$ cat src/rtl/alu_share_arbiter.sv
// Two-requester round-robin front end for the shared execute-stage ALU, with a one-entry response slot.
// Optional saturating grant counters are built when ALU_SHARE_STAT_EN is defined.
module alu_share_arbiter #(
  parameter int unsigned XLEN   = 32,
  parameter int unsigned ID_W   = 1,
  parameter int unsigned STAT_W = 16
) (
  input  logic              clk,
  input  logic              rst,
  input  logic              req0_valid,
  output logic              req0_ready,
  input  logic [XLEN-1:0]   req0_data1,
  input  logic [XLEN-1:0]   req0_data2,
  input  logic [6:0]        req0_optype,
  input  logic [2:0]        req0_aluop,
  input  logic [6:0]        req0_funct7,
  input  logic              req1_valid,
  output logic              req1_ready,
  input  logic [XLEN-1:0]   req1_data1,
  input  logic [XLEN-1:0]   req1_data2,
  input  logic [6:0]        req1_optype,
  input  logic [2:0]        req1_aluop,
  input  logic [6:0]        req1_funct7,
  output logic [XLEN-1:0]   alu_data1,
  output logic [XLEN-1:0]   alu_data2,
  output logic [6:0]        alu_optype,
  output logic [2:0]        alu_aluop,
  output logic [6:0]        alu_funct7,
  input  logic [XLEN-1:0]   alu_result,
  input  logic              alu_zero,
  input  logic              alu_carry,
  output logic              rsp_valid,
  input  logic              rsp_ready,
  output logic [ID_W-1:0]   rsp_id,
  output logic [XLEN-1:0]   rsp_result,
  output logic              rsp_zero,
  output logic              rsp_carry,
  output logic [STAT_W-1:0] stat_grant0,
  output logic [STAT_W-1:0] stat_grant1
);

  typedef enum logic {S_EMPTY = 1'b0, S_FULL = 1'b1} state_t;

  state_t state_q, state_d;
  logic   last_grant_q;
  logic   slot_free, grant0, grant1;

  // Arbitration, ALU operand mux and slot next-state
  always_comb begin
    state_d    = state_q;
    slot_free  = 1'b0;
    grant0     = 1'b0;
    grant1     = 1'b0;
    alu_data1  = '0;
    alu_data2  = '0;
    alu_optype = '0;
    alu_aluop  = '0;
    alu_funct7 = '0;

    slot_free = !rst && ((state_q == S_EMPTY) || rsp_ready);
    if (slot_free) begin
      if (req0_valid && (!req1_valid || last_grant_q)) grant0 = 1'b1;
      else if (req1_valid)                             grant1 = 1'b1;
    end

    if (grant0) begin
      alu_data1  = req0_data1;
      alu_data2  = req0_data2;
      alu_optype = req0_optype;
      alu_aluop  = req0_aluop;
      alu_funct7 = req0_funct7;
    end else if (grant1) begin
      alu_data1  = req1_data1;
      alu_data2  = req1_data2;
      alu_optype = req1_optype;
      alu_aluop  = req1_aluop;
      alu_funct7 = req1_funct7;
    end

    if (grant0 || grant1)                      state_d = S_FULL;
    else if (state_q == S_FULL && rsp_ready)   state_d = S_EMPTY;
  end

  assign req0_ready = grant0;
  assign req1_ready = grant1;
  assign rsp_valid  = (state_q == S_FULL);

  // Response slot: a grant captures the ALU outputs; otherwise contents hold
  always_ff @(posedge clk) begin
    if (rst) begin
      state_q      <= S_EMPTY;
      last_grant_q <= 1'b1;
      rsp_id       <= '0;
      rsp_result   <= '0;
      rsp_zero     <= 1'b0;
      rsp_carry    <= 1'b0;
    end else begin
      state_q <= state_d;
      if (grant0 || grant1) begin
        rsp_result   <= alu_result;
        rsp_zero     <= alu_zero;
        rsp_carry    <= alu_carry;
        rsp_id       <= grant1 ? ID_W'(1) : '0;
        last_grant_q <= grant1;
      end
    end
  end

`ifdef ALU_SHARE_STAT_EN
  localparam logic [STAT_W-1:0] STAT_MAX = '1;
  logic [STAT_W-1:0] cnt0_q, cnt1_q;

  // Saturating per-requester grant counters
  always_ff @(posedge clk) begin
    if (rst) begin
      cnt0_q <= '0;
      cnt1_q <= '0;
    end else begin
      if (grant0 && cnt0_q != STAT_MAX) cnt0_q <= cnt0_q + STAT_W'(1);
      if (grant1 && cnt1_q != STAT_MAX) cnt1_q <= cnt1_q + STAT_W'(1);
    end
  end

  assign stat_grant0 = cnt0_q;
  assign stat_grant1 = cnt1_q;
`else
  assign stat_grant0 = '0;
  assign stat_grant1 = '0;
`endif

endmodule

$ cat config.mk
export PLATFORM = sky130hd
export DESIGN_NAME = alu_share_arbiter
export DESIGN_NICKNAME = d
export VERILOG_FILES = /design/src/rtl/alu_share_arbiter.sv
export SDC_FILE = /design/constraint.sdc
export NUM_CORES = 1
export LEC_CHECK = 0
export CORE_AREA = 3 3 136 138
export CTS_CLUSTER_SIZE = 16
export DETAILED_ROUTE_END_ITERATION = 8
export DIE_AREA = 0 0 139 141
export PLACE_DENSITY_LB_ADDON = 0.15
export SETUP_SLACK_MARGIN = 0.02
export SLEW_MARGIN = 25
export SYNTH_ARGS = -nofsm -noshare
export SYNTH_HDL_FRONTEND = slang
export SYNTH_SLANG_ARGS = --single-unit
$ cat constraint.sdc
create_clock -name clk -period 1.9 [get_ports clk]
set_clock_uncertainty 0.2 [all_clocks]
set_input_delay 0.38 -clock clk [delete_from_list [all_inputs] [get_ports clk]]
set_output_delay 0.38 -clock clk [all_outputs]
set_load 0.02 [all_outputs]
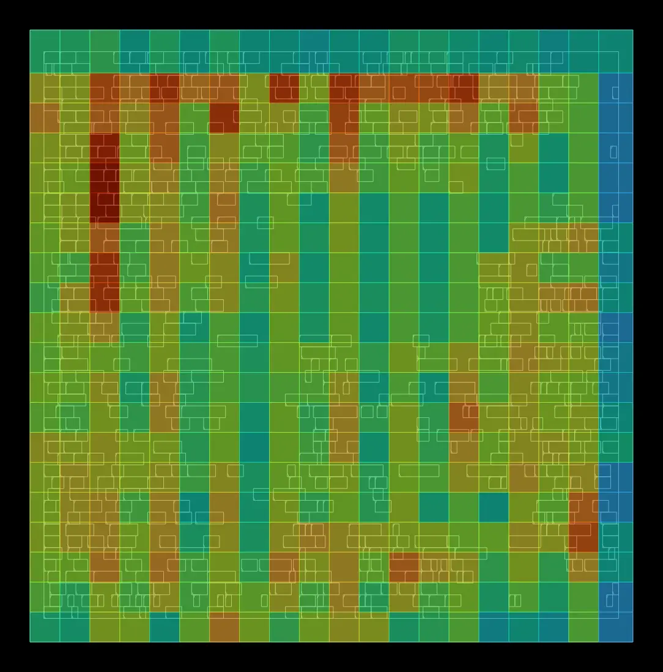
Fig. 1. Congestion heat map.
gr usage total: 15.90%
Top Usage Layer GRT: met2
routed len/inst: 20.61 µm

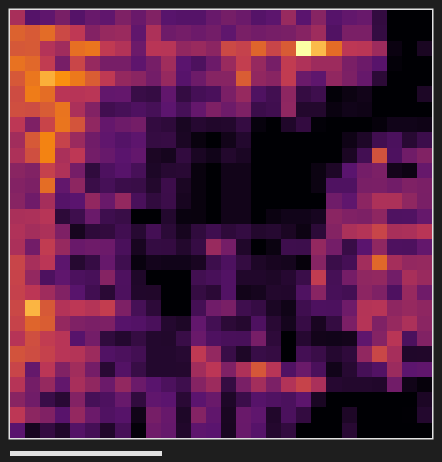
Fig. 2. Routed metal per tile.
The bar under the picture is 50 µm long. 28 x 28 tiles, from black (low) to pale yellow (high), scaled to the fullest tile. Values are wire area over tile area, all layers added.
The densest ninth of the die: upper left. The fullest tile reaches 0.58. 12% of the tiles are nearly empty. The mean over all tiles is 0.14. The emptiest ninth of the die: centre. 9.7% of the tiles are over half the peak.
vias after detailed routing: 3734
final WL: 17600 µm

==> flow_summary.json <==
{
  "status": "finished, violations left",
  "timing.rr.end": "last_grant_q$_SDFFE_PP1P_",
  "grt_pass1_vias": 3970,
  "seq_area_frac_synth_pct": 28.35,
  "routed_via_density": 4.372,
  "die_h_um": 141,
  "maxCapViolCount": 0,
  "dp_cells": 828,
  "peakVddDrop_mv": 0.3414,
  "violations": "negative setup slack",
  "warnings": 29,
  "yosysWarnings": 0,
  "fin_ws_ns": -0.4208,
  "antenna_found_initial": 2,
  "setup_viol": 83,
  "drive_above_1_share_pct": 32.06,
  "cts_sinks": 37,
  "place_area_um2": 6534,
  "lay_top_cells": "clkdlybuf4s50_1, a22o_4, buf_6",
  "worstPathArrival_ns": 1.74,
  "max_slew.worst_pin.slew_ns": 0.6618,
  "layout.nets": 829,
  "ios": 352,
  "ant_nets": 0,
  "grt_overflow": 0,
  "min_from": "rsp_result[10]$_SDFFE_PP0P_",
  "grt_start_max_net_pins": 69,
  "total_power_uw": 3339,
  "path_common_cell": "buf_6",
  "crit_buf_inv": 3
}
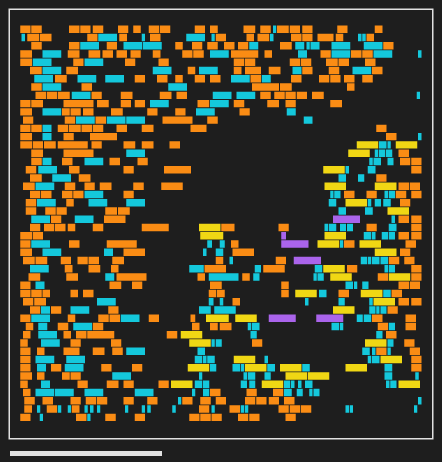
Fig. 3. Cells coloured by class.
The bar under the picture is 50 µm long.
Key: purple = clock drivers and dummy loads [cells 6, share of their area 1.9%]; orange = remaining buffers and delay cells [cells 356, share of their area 56%]; yellow = registers [cells 37, share of their area 11%]; cyan = remaining logic cells [cells 228, share of their area 31%]
Core Box Area: 17300 µm²
design area: 7052 µm²
Util after Layout: 40.77%
flop share of the area: 10.54%
standard-cell rows: 48

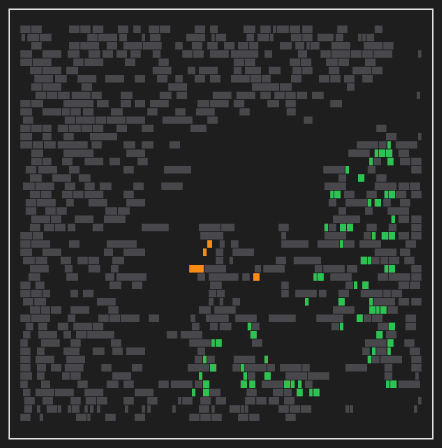
Fig. 4. Logic cells by family.
Key: orange = nor cells [cells 4, where centre]; green = nand cells [cells 68]
final cell count without fillers: 854
Top cell excl fill/tap: clkdlybuf4s50_1

state kept, by name (all words and copies together), names as in the netlist:
signal        count
last_grant_q      1
rsp_result       32
rsp_carry         1
rsp_zero          1
rsp_valid         1
rsp_id            1
final cells by class:
cell class,instances,area [µm²]
sequential,37,743.2
tap,225,281.5
timing repair buffer,356,3796
clock inverter,1,5.005
antenna,2,5.005
fill,1700,10240
multi-input combinational,226,2088
clock buffer,5,125.1
inverter,2,7.507
through the flow:
stage | setup slack [ns] | setup TNS [ns] | hold slack [ns]
5_1_grt | -0.4946 | -35.86 | 0.3036
2_1_floorplan | -0.3969 | -26.36 | 0.2417
6_report | -0.4208 | -30.97 | 0.2879
4_1_cts | -0.5545 | -38.68 | 0.2941
3_5_place_dp | -1.166 | -100.69 | 0.2849
3_3_place_gp | -1.166 | -99.76 | 0.2747
synth_stat cells (all sizes together):
cell | number | area (µm²)
nor2 | 2 | 7.510
nand4 | 34 | 212.7
o211ai | 34 | 255.2
nor2b | 1 | 13.76
buf | 47 | 367.9
a21oi | 2 | 10.01
a211oi | 1 | 7.510
nor3 | 1 | 5.000
clkbuf | 24 | 90.09
inv | 2 | 7.500
or2 | 1 | 6.260
o2111a | 1 | 11.26
nand2 | 34 | 127.6
dfxtp | 37 | 740.7
a2111oi | 1 | 27.53
conb | 1 | 3.750
or2b | 1 | 8.760
a22o | 81 | 709.4
worst min-delay path, delay by kind of cell (launching register included):
family	cells	cell delay (ns)
DFF	1	0.31
AOI/OAI and AO/OA	1	0.08
and+or+nand+nor	1	0.05
kinds of logic after synthesis:
logic type | after synthesis | share of synthesized area, %
flip-flops | 37 | 28.35
other | 1 | 0.1435
AND-OR/OR-AND | 120 | 39.08
AND/OR/NAND/NOR | 74 | 14.61
buffers and inverters | 73 | 17.82
worst max path at each step:
stage	from	to	slack [ns]	cells past startpoint
global route	last_grant_q$_SDFFE_PP1P_	alu_data1[28]	-0.49	6
finish	rsp_valid$_SDFFE_PP0P_	alu_data2[22]	-0.42	6
global placement	rsp_ready	alu_data2[21]	-1.17	7
CTS	rsp_valid$_SDFFE_PP0P_	alu_data2[8]	-0.55	6
detailed placement	rsp_ready	alu_data2[21]	-1.17	7
floorplan	rst	alu_data2[28]	-0.40	5
power breakdown:
group / switching, µW / total (µW) / internal, µW / leakage, µW
combinational: 743 / 1710 / 963 / 0.00277
sequential: 32.6 / 869 / 836 / 0.000306
clock: 296 / 764 / 468 / 0.0000655
routing by layer:
metal	global-route usage, %	vias up	part of all wire (%)
met4	2.472	0	0.73
met2	29.00	186	53
met5	0	-	0
li1	-	1778	-
met1	18.54	1762	38
met3	5.190	8	8.4
repair_timing:
item | CTS | global route
resized | 354 | 136
setup endpoints to repair | 113 | 84
pin swaps | 2 | 12
gates cloned | 4 | 8
buffers inserted | 5 | 3
Power is estimated from default activity; no workload was simulated.
